Fig. 1: run 1, nets reached from selected ports
The bar under the picture is 50 µm long.
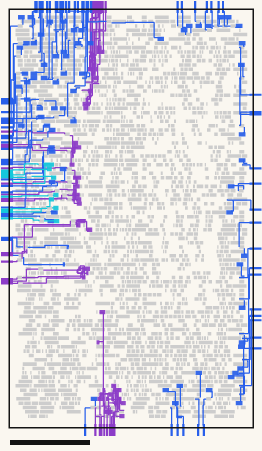
Fig. 2: run 1, sequential cells grouped by signal name
The bar under the picture is 50 µm long. Other sequential cells in the stronger grey, the rest of the logic in the fainter grey.
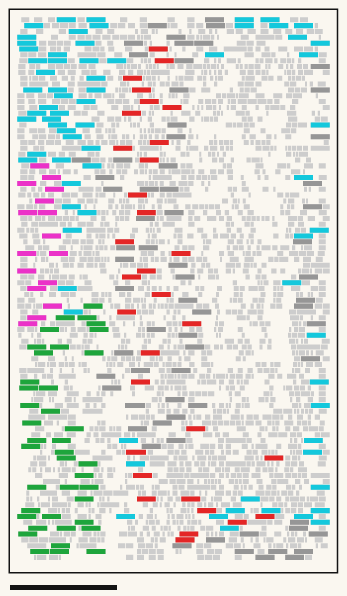
Fig. 3: run 1, placed standard cells
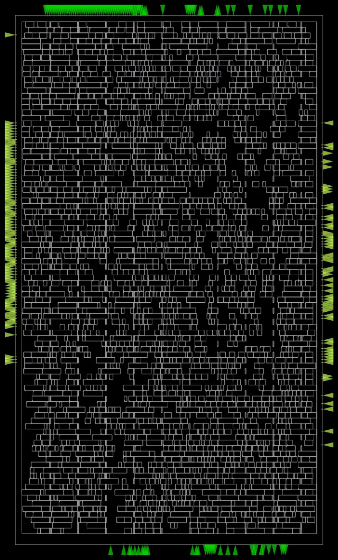
Fig. 4: run 1, placement density heat map
The bar under the picture is 50 µm long. The die is cut into 15 by 26 equal tiles; white is low, dark blue is high, 0 to 100% covered.
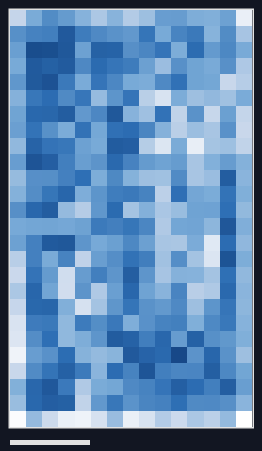
### config.mk
export PLATFORM = sky130hd
export DESIGN_NAME = prepare_ok_collector
export DESIGN_NICKNAME = d
export VERILOG_FILES = /design/src/rtl/beehive_vr_pkg.sv /design/src/rtl/prepare_ok_window.sv /design/src/rtl/prepare_ok_collector.sv
export SDC_FILE = /design/constraint.sdc
export NUM_CORES = 1
export LEC_CHECK = 0
export CAP_MARGIN = 10
export CORE_ASPECT_RATIO = 1.75
export CORE_MARGIN = 3
export CORE_UTILIZATION = 45
export DETAILED_ROUTE_END_ITERATION = 6
export PLACE_DENSITY_LB_ADDON = 0.15
export RECOVER_POWER = 50
export SLEW_MARGIN = 20
export SYNTH_ARGS = -nofsm -noshare
export SYNTH_HDL_FRONTEND = slang
export SYNTH_SLANG_ARGS = --single-unit
### constraint.sdc
create_clock -name clk -period 5.7 [get_ports clk]
set_clock_uncertainty 0.2 [all_clocks]
set_input_delay 1.14 -clock clk [delete_from_list [all_inputs] [get_ports clk]]
set_output_delay 1.14 -clock clk [all_outputs]
set_load 0.05 [all_outputs]
### src/rtl/beehive_vr_pkg.sv
// Shared VR replication types: opnum/replica-index widths, the PREPARE_OK header
// and the ack-collector state encoding.
package beehive_vr_pkg;

  localparam int INT_W           = 32;
  localparam int REPLICA_INDEX_W = 8;

  typedef struct packed {
    logic [INT_W-1:0]           view;
    logic [INT_W-1:0]           opnum;
    logic [REPLICA_INDEX_W-1:0] rep_index;
  } prepare_ok_hdr;

  typedef enum logic {
    IDLE      = 1'b0,
    ACK_APPLY = 1'b1
  } ack_state_e;

  // Backups needed besides the primary's own implicit vote.
  function automatic int quorum_threshold(input int num_replicas);
    return (num_replicas - 1) / 2;
  endfunction

endpackage

### src/rtl/prepare_ok_window.sv
// Ack window: head/tail opnum pointers, per-slot replica ack masks and the
// quorum test for the oldest outstanding op.
module prepare_ok_window
  import beehive_vr_pkg::*;
#(
  parameter  int NUM_REPLICAS = 5,
  parameter  int WINDOW_DEPTH = 8,
  localparam int WIN_W        = $clog2(WINDOW_DEPTH),
  localparam int CNT_W        = WIN_W + 1
) (
  input  logic                       clk,
  input  logic                       rst,
  input  logic                       i_flush,
  input  logic [INT_W-1:0]           i_flush_opnum,
  input  logic                       i_issue,
  input  logic                       i_commit,
  input  logic                       i_ack_set,
  input  logic [WIN_W-1:0]           i_ack_slot,
  input  logic [REPLICA_INDEX_W-1:0] i_ack_rep,
  output logic [INT_W-1:0]           o_head,
  output logic [INT_W-1:0]           o_tail,
  output logic [CNT_W-1:0]           o_outstanding,
  output logic                       o_full,
  output logic                       o_empty,
  output logic                       o_head_quorum
);

  localparam logic [INT_W-1:0] DEPTH  = INT_W'(WINDOW_DEPTH);
  localparam int               QUORUM = quorum_threshold(NUM_REPLICAS);

  logic [NUM_REPLICAS-1:0] r_mask [WINDOW_DEPTH];
  logic [INT_W-1:0]        r_head;
  logic [INT_W-1:0]        r_tail;
  logic [INT_W-1:0]        w_span;
  logic [WIN_W-1:0]        w_head_slot;
  logic [WIN_W-1:0]        w_tail_slot;
  logic [NUM_REPLICAS-1:0] w_ack_bit;

  assign w_head_slot = r_head[WIN_W-1:0];
  assign w_tail_slot = r_tail[WIN_W-1:0];
  assign w_span      = r_tail - r_head;

  assign o_head        = r_head;
  assign o_tail        = r_tail;
  assign o_outstanding = w_span[CNT_W-1:0];
  assign o_full        = (w_span == DEPTH);
  assign o_empty       = (r_head == r_tail);
  assign o_head_quorum = ($countones(r_mask[w_head_slot]) >= QUORUM);

  // NOTE: give every always_comb output a default first; a path that leaves it unassigned infers a latch.
  always_comb begin
    w_ack_bit = '0;
    for (int r = 0; r < NUM_REPLICAS; r++) begin
      if (i_ack_rep == REPLICA_INDEX_W'(r)) w_ack_bit[r] = 1'b1;
    end
  end

  // Issue clears the tail slot, commit clears the head slot and an ack sets a
  // bit inside [head, tail); the three never address the same slot together.
  // NOTE: sequential state uses <= so each flop samples pre-edge values whatever the statement order.
  // NOTE: the masks are a handful of flops that must read zero straight after reset, so unlike a RAM they take the async reset.
  always_ff @(posedge clk or negedge rst) begin
    if (!rst) begin
      r_head <= INT_W'(1);
      r_tail <= INT_W'(1);
      for (int s = 0; s < WINDOW_DEPTH; s++) r_mask[s] <= '0;
    end else if (i_flush) begin
      r_head <= i_flush_opnum + INT_W'(1);
      r_tail <= i_flush_opnum + INT_W'(1);
      for (int s = 0; s < WINDOW_DEPTH; s++) r_mask[s] <= '0;
    end else begin
      if (i_issue) begin
        r_mask[w_tail_slot] <= '0;
        r_tail              <= r_tail + INT_W'(1);
      end
      if (i_commit) begin
        r_mask[w_head_slot] <= '0;
        r_head              <= r_head + INT_W'(1);
      end
      if (i_ack_set) r_mask[i_ack_slot] <= r_mask[i_ack_slot] | w_ack_bit;
    end
  end

endmodule

### src/rtl/prepare_ok_collector.sv
// Primary-side PREPARE_OK collector: tracks issued prepares, validates incoming
// acks and emits ops in order once each reaches quorum.
module prepare_ok_collector
  import beehive_vr_pkg::*;
#(
  parameter  int NUM_REPLICAS = 5,
  parameter  int WINDOW_DEPTH = 8,
  localparam int WIN_W        = $clog2(WINDOW_DEPTH),
  localparam int CNT_W        = WIN_W + 1
) (
  input  logic                       clk,
  input  logic                       rst,
  input  logic                       prep_issue_val,
  input  logic [INT_W-1:0]           prep_issue_opnum,
  output logic                       prep_issue_rdy,
  input  logic                       udp_prep_ok_val,
  input  prepare_ok_hdr              udp_prep_ok_hdr,
  output logic                       udp_prep_ok_rdy,
  input  logic [INT_W-1:0]           curr_view,
  input  logic [REPLICA_INDEX_W-1:0] my_replica_index,
  input  logic                       flush,
  input  logic [INT_W-1:0]           flush_opnum,
  output logic                       commit_val,
  output logic [INT_W-1:0]           commit_opnum,
  input  logic                       commit_rdy,
  output logic [15:0]                drop_cnt,
  output logic                       proto_err,
  output logic [CNT_W-1:0]           outstanding
);

  ack_state_e       r_state;
  ack_state_e       w_state_nxt;
  prepare_ok_hdr    r_hdr;
  logic             r_commit_val;
  logic [INT_W-1:0] r_commit_opnum;
  logic [15:0]      r_drop_cnt;
  logic             r_proto_err;

  logic [INT_W-1:0] w_head;
  logic [INT_W-1:0] w_tail;
  logic             w_full;
  logic             w_empty;
  logic             w_head_quorum;
  logic             w_apply;
  logic             w_issue_fire;
  logic             w_commit_fire;
  logic             w_in_window;
  logic             w_rep_ok;
  logic             w_valid;
  logic             w_retiring;
  logic             w_ack_set;
  logic             w_drop;

  prepare_ok_window #(
    .NUM_REPLICAS (NUM_REPLICAS),
    .WINDOW_DEPTH (WINDOW_DEPTH)
  ) u_window (
    .clk           (clk),
    .rst           (rst),
    .i_flush       (flush),
    .i_flush_opnum (flush_opnum),
    .i_issue       (w_issue_fire),
    .i_commit      (w_commit_fire),
    .i_ack_set     (w_ack_set),
    .i_ack_slot    (r_hdr.opnum[WIN_W-1:0]),
    .i_ack_rep     (r_hdr.rep_index),
    .o_head        (w_head),
    .o_tail        (w_tail),
    .o_outstanding (outstanding),
    .o_full        (w_full),
    .o_empty       (w_empty),
    .o_head_quorum (w_head_quorum)
  );

  assign prep_issue_rdy = !w_full;
  assign w_issue_fire   = prep_issue_val && !w_full;
  assign w_commit_fire  = r_commit_val && commit_rdy;

  // Ack FSM: accept one header, spend the next cycle applying it.
  always_ff @(posedge clk or negedge rst) begin
    if (!rst) r_state <= IDLE;
    else      r_state <= w_state_nxt;
  end

  always_comb begin
    w_state_nxt = r_state;
    if (flush) begin
      w_state_nxt = IDLE;
    end else begin
      case (r_state)
        IDLE:      if (udp_prep_ok_val) w_state_nxt = ACK_APPLY;
        ACK_APPLY: w_state_nxt = IDLE;
        default:   w_state_nxt = IDLE;
      endcase
    end
  end

  always_comb begin
    udp_prep_ok_rdy = (r_state == IDLE);
    w_apply         = (r_state == ACK_APPLY) && !flush;
  end

  always_ff @(posedge clk or negedge rst) begin
    if (!rst)                                       r_hdr <= '0;
    else if (udp_prep_ok_val && udp_prep_ok_rdy)    r_hdr <= udp_prep_ok_hdr;
  end

  // Window membership is a modular distance test so it survives opnum wrap.
  assign w_in_window = (r_hdr.opnum - w_head) < (w_tail - w_head);
  assign w_rep_ok    = (r_hdr.rep_index < REPLICA_INDEX_W'(NUM_REPLICAS)) &&
                       (r_hdr.rep_index != my_replica_index);
  assign w_valid     = (r_hdr.view == curr_view) && w_in_window && w_rep_ok;
  assign w_retiring  = w_commit_fire && (r_hdr.opnum == w_head);
  assign w_ack_set   = w_apply && w_valid && !w_retiring;
  assign w_drop      = w_apply && !w_valid;

  // commit_val rises one cycle after the head slot shows quorum and then holds
  // until accepted; the gap after each handshake limits commits to one per two cycles.
  always_ff @(posedge clk or negedge rst) begin
    if (!rst) begin
      r_commit_val   <= 1'b0;
      r_commit_opnum <= '0;
    end else if (flush || w_commit_fire) begin
      r_commit_val   <= 1'b0;
    end else if (!r_commit_val && w_head_quorum && !w_empty) begin
      r_commit_val   <= 1'b1;
      r_commit_opnum <= w_head;
    end
  end

  always_ff @(posedge clk or negedge rst) begin
    if (!rst) begin
      r_drop_cnt  <= '0;
      r_proto_err <= 1'b0;
    end else if (!flush) begin
      if (w_drop && (r_drop_cnt != 16'hFFFF)) r_drop_cnt <= r_drop_cnt + 16'd1;
      if (w_issue_fire && (prep_issue_opnum != w_tail)) r_proto_err <= 1'b1;
    end
  end

  assign commit_val   = r_commit_val;
  assign commit_opnum = r_commit_opnum;
  assign drop_cnt     = r_drop_cnt;
  assign proto_err    = r_proto_err;

endmodule

==> flow_summary.ini, run 1 <==
; yosys + openroad results
[setup_path]
path_class = reg -> reg
crit_path_start_kind = register
critPathTopFamily = AND-OR/OR-AND gates
cpPeakStageDelay_ns = 0.55
worst-path-buf-inv = 3
crit_fanout = 5
reg2reg_to = u_window.r_mask[14]$_DFF_PN0_
crit_cells = 27
regToRegSetupSlack_ns = -0.27
required_ns = 5.93
slowest_stage = dfstp_2

[timing]
fin_ws_ns = -0.270
hold_violations = 0
whs_ns = 0.277
fmax_ghz = 0.168
finalSetupViolations = 41
period_needed_ns = 5.97
finalMaxSlewViolations = 105
tightest_slew_ns = 2.89

[synth]
ys_chip_area_um2 = 16800
aoi_share_pct = 20.1
yosys_warnings = 0
muxShareOfSynthArea_pct = 6.55
top_cell = dfrtp_1
synthSimpleGateAreaFrac_pct = 18.6
netlist_instances = 1919
synth_cell_types = 79
mappedNetlistArea_um2 = 16800
synth-edff-count = 0
top_logic_kind = AND-OR/OR-AND gates
async_flop_share_pct = 100
syn_area_per_cell_um2 = 8.75
top_area_cell = dfrtp_1

[clocking]
clk_pin_slew_ns = 0.07
cts.sinks = 227
h-tree-depth = 1
cts_tree = built
clk_latency_ns = 0.56

[layout]
clock_buffers = 31
sh_comb_area_pct = 47.9
largest_register_ffs = 72
flop_area_um2 = 5680
top_register = r_hdr
clk_share_pct = 3.69
layout.nets = 2645
lay_top_cells = 244 x buf_4, 233 x clkdlybuf4s50_1, 225 x dfrtp_1
drive_gt1_share_pct = 19.5
combGateArea_um2 = 10900
buffers = 488
nFlopsAndLatches = 227
top_regs = r_hdr (72), u_window.r_mask (40)
area_delta_synth_final_pct = 35.1
fill_cells = 3247
comb_cells = 1504

[routing]
dr.pass1.iters = 5
via_count = 17000
drcViolationCount = 0
wl_met1_mm = 24.7
wire_per_inst_um = 23.6

[pwr]
seq-power_w = 0.00204
power_frac_seq_pct = 25.7
peakVddDrop_v = 0.000288
swShare_pct = 41.8
powerDensity_nw_per_um2 = 350
internal_power_w = 0.00462

[place]
dp.cells = 2801
io_buffers = 237
preCtsSetupSlack_ns = -0.911
hpwlAfterDp_mm = 54.1
placed_area_um2 = 21400

[floorplanning]
dieArea_um2 = 39800
row_count = 93

[global_routing]
grt.busiest_layer = met2
gr-usage-met1_pct = 35.9
antenna_found_initial = 2

[status]
violations = capacitance limit, slew limit, setup timing
outcome = finished with violations

[hold_path]
hold_class = reg -> reg
hold_start = commit_opnum[7]$_DFFE_PN0P_

[run]
tool_warnings = 30
drv_cap = 1
-- Fig. 1 (at the start) --
| colour | port | direction | end cells | buffers | wire |
|---|---|---|---|---|---|
| blue | `udp_prep_ok_hdr` | input | 72 | 72 | 2,430 µm |
| cyan | `my_replica_index` | input | 8 | 8 | 216 µm |
| purple | `flush_opnum` | input | 66 | 32 | 1,510 µm |

-- Fig. 2 (at the start) --
| colour | name in the netlist | sequential cells | where |
|---|---|---|---|
| green | `u_window.r_mask` | 40 | lower left |
| cyan | `r_hdr` | 72 | all over the die |
| red | `u_window.o_head` | 32 | a vertical strip down the middle |
| magenta | `drop_cnt` | 16 | middle left |
not coloured: 67

-- Fig. 3 (at the start) --
Final Util: 61.5%
sequential share of cell area: 25.0%
core area: 36,900 µm²
Cell Count, Final, Fillers Out: 2,850

-- Fig. 4 (at the start) --
mean over tiles: 56%
densest ninth of the die: upper left
nearly empty tiles: 0.50%

==> run 1 -> run 2 <==
==> constraint.sdc (replaced) <==
create_clock -name clk -period 5.2 [get_ports clk]
set_clock_uncertainty 0.2 [all_clocks]
set_input_delay 1.04 -clock clk [delete_from_list [all_inputs] [get_ports clk]]
set_output_delay 1.04 -clock clk [all_outputs]
set_load 0.05 [all_outputs]
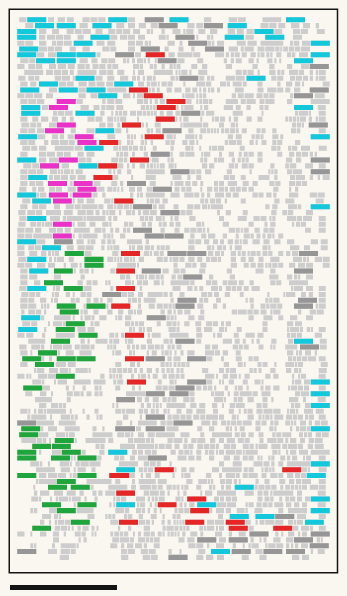
Fig. 5. Sequential cells grouped by signal name (run 2).
The bar under the picture is 50 µm long. Other sequential cells in the stronger grey, the rest of the logic in the fainter grey.
| colour | name in the netlist | sequential cells |
|---|---|---|
| red | `u_window.o_head` | 32 |
| cyan | `r_hdr` | 72 |
| green | `u_window.r_mask` | 40 |
| magenta | `drop_cnt` | 16 |
not coloured: 67

==> run 2 against run 1 <==
- the run still ends with capacitance limit, slew limit, setup timing left
- final cell count rose by 3.1%
- area after synthesis is the same
- sequential cell count is the same
- critical endpoint unchanged
- worst setup slack got worse by 0.49 ns
- sequential power up 9%
- sequential share of layout area fell by 1.0 points
- largest power group unchanged
- die size stayed put
==> flow_summary.ini, run 2 <==
; yosys + openroad results
[layout]
finalNonFillerCells = 2939
combGateArea_um2 = 11100
buffers = 577
drive_gt1_share_pct = 23.8
layout.nets = 2734
sh_seq_area_pct = 24.0
sh_comb_area_pct = 46.9
fill_cells = 3182
utilization_pct = 64.1

[clocking]
h-tree-depth = 1
clk_latency_ns = 0.57

[synth]
synth-edff-count = 0
top_area_cell = dfrtp_1
yosys_warnings = 0
top_logic_kind = AND-OR/OR-AND gates
ys_chip_area_um2 = 16800
mappedNetlistArea_um2 = 16800
synthSimpleGateAreaFrac_pct = 18.6

[place]
io_buffers = 237
placed_area_um2 = 22000
preCtsSetupSlack_ns = -1.06

[global_routing]
gr-usage-met1_pct = 35.6
antenna_found_initial = 1
grt.busiest_layer = met2

[setup_path]
reg2reg_to = u_window.r_mask[14]$_DFF_PN0_
crit_cells = 24
regToRegSetupSlack_ns = -0.76
cpPeakStageDelay_ns = 0.56
critPathTopFamily = AND-OR/OR-AND gates
crit_fanout = 5

[run]
tool_warnings = 29
drv_cap = 1

[floorplanning]
row_count = 93

[timing]
finalMaxSlewViolations = 93
tightest_slew_ns = 2.38
fin_ws_ns = -0.758
finalSetupViolations = 57
period_needed_ns = 5.96

[pwr]
internal_power_w = 0.00524

[status]
outcome = finished with violations
violations = capacitance limit, slew limit, setup timing

[hold_path]
hold_class = reg -> reg
hold_start = commit_opnum[19]$_DFFE_PN0P_
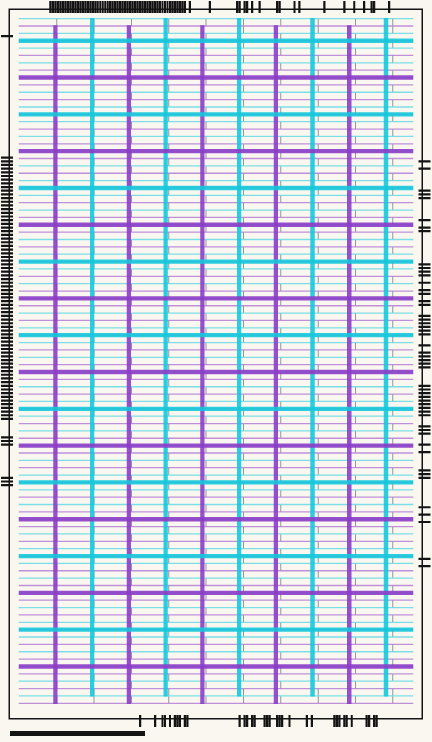
Fig. 6. Supply network (run 2).
The bar under the picture is 50 µm long. Pins as bars on the die edge. Tap cells in grey.
| colour | net |
|---|---|
| purple | VSS |
| cyan | VDD |
met5 straps: 18
met4 straps: 10
rows: 93
met1 rails: 94
signal pins: 238

==> run 2 -> run 3 <==
--- a/config.mk
+++ b/config.mk
@@ -9,9 +9,10 @@
 export CORE_ASPECT_RATIO = 1.75
 export CORE_MARGIN = 3
 export CORE_UTILIZATION = 45
+export CTS_CLUSTER_DIAMETER = 40
 export DETAILED_ROUTE_END_ITERATION = 6
 export PLACE_DENSITY_LB_ADDON = 0.15
-export RECOVER_POWER = 50
+export RECOVER_POWER = 100
 export SLEW_MARGIN = 20
 export SYNTH_ARGS = -nofsm -noshare
 export SYNTH_HDL_FRONTEND = slang
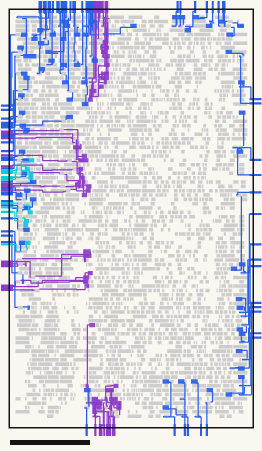
Fig. 7. Nets reached from selected ports (run 3).
The bar under the picture is 50 µm long.
| colour | port | direction | end cells | buffers | wire |
|---|---|---|---|---|---|
| cyan | `my_replica_index` | input | 8 | 8 | 111 µm |
| blue | `udp_prep_ok_hdr` | input | 72 | 72 | 2,300 µm |
| purple | `flush_opnum` | input | 66 | 32 | 1,530 µm |

==> run 3 against run 2 <==
- the flow still finishes with violations (capacitance limit, slew limit, setup timing)
- utilization increased by 0.77 points
- final cell count up 0.58%
- critical path depth is 3 higher
- synthesized cell count unchanged
- clock power is 36% higher
- die size is the same
- total power up 6.1%
- worst setup slack improved by 0.037 ns
- register-to-register slack better by 0.04 ns
- largest power group unchanged
- count of clock-buffer cells in the layout grew 9
- highest routed layer unchanged
- final area up 1.2%
==> flow_summary.ini, run 3 <==
; yosys + openroad results
[status]
outcome = finished with violations
violations = capacitance limit, slew limit, setup timing

[routing]
met3_length_mm = 3.76
drcViolationCount = 0
wl_mm = 70.4
vias_per_cell = 5.91
wl_met1_mm = 24.1

[synth]
fp_nets = 2204
synthSimpleGateAreaFrac_pct = 18.6
top_area_cell = dfrtp_1
ys_top_cells_by_count = 225 x dfrtp_1, 176 x nand2_1, 122 x xnor2_1, 113 x nor2_1, 111 x inv_1
xor_share_pct = 8.86
mappedNetlistArea_um2 = 16800
top_cell = dfrtp_1
ys_chip_area_um2 = 16800
synth-edff-count = 0
muxShareOfSynthArea_pct = 6.55
top_logic_kind = AND-OR/OR-AND gates
yosys_warnings = 0
ys_cells = 1919

[layout]
top_area_cell_class = combinational gates
fill_cells = 3123
diodes = 1
nFlopsAndLatches = 227
buffers = 573
area_delta_synth_final_pct = 42.5
clock_buffers = 41
drive_gt1_share_pct = 23.5
layout.nets = 2739
sh_comb_area_pct = 46.1
combGateArea_um2 = 11000
largest_register_ffs = 72

[timing]
finalClockPeriodUsage_pct = 114
finalSetupViolations = 93
tightest_slew_ns = 3.04
period_needed_ns = 5.92
finalMaxSlewViolations = 220
fin_ws_ns = -0.721
rsz0062_at_grt = true

[place]
placed_area_um2 = 22000
preCtsSetupSlack_ns = -1.06
io_buffers = 237
dp.cells = 2879

[setup_path]
worst-path-buf-inv = 4
reg2reg_to = u_window.r_mask[18]$_DFF_PN0_
cpPeakStageDelay_ns = 0.56
crit_fanout = 5
critPathTopFamily = AND-OR/OR-AND gates
r2r-start = u_window.o_head[0]$_DFFE_PN1N_
path_class = reg -> reg
crit_cells = 27
regToRegSetupSlack_ns = -0.72

[hold_path]
hold_start = commit_opnum[19]$_DFFE_PN0P_
hold_class = reg -> reg
hold_depth = 2

[global_routing]
grt_max_degree = 93
antenna_found_initial = 1
grt_pass1_wl_mm = 104
grt.busiest_layer = met2
overflow = 0
grt_pass1_vias = 17900
gr-usage-met1_pct = 35.5

[run]
tool_warnings = 29
drv_cap = 4

[pwr]
internal_power_w = 0.00568
power_frac_seq_pct = 23.3
leakage_nw = 10.3

[floorplanning]
io_pins = 238
dieArea_um2 = 39800
core_um2 = 36900
row_count = 93

[clocking]
clk_latency_ns = 0.53
h-tree-depth = 2
cts_setup_buffers = 9
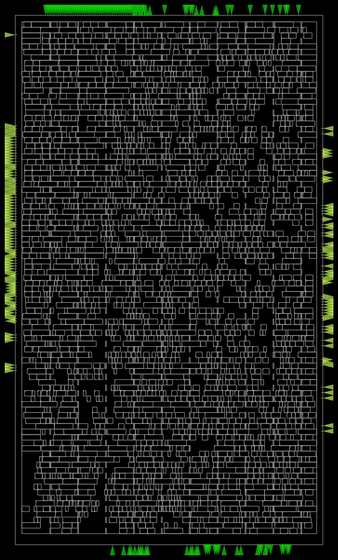
Fig. 8. Placed standard cells (run 3).
Cell Count, Final, Fillers Out: 2,956
Final Util: 64.9%
sequential share of cell area: 23.7%

Power and IR drop assume default switching activity.
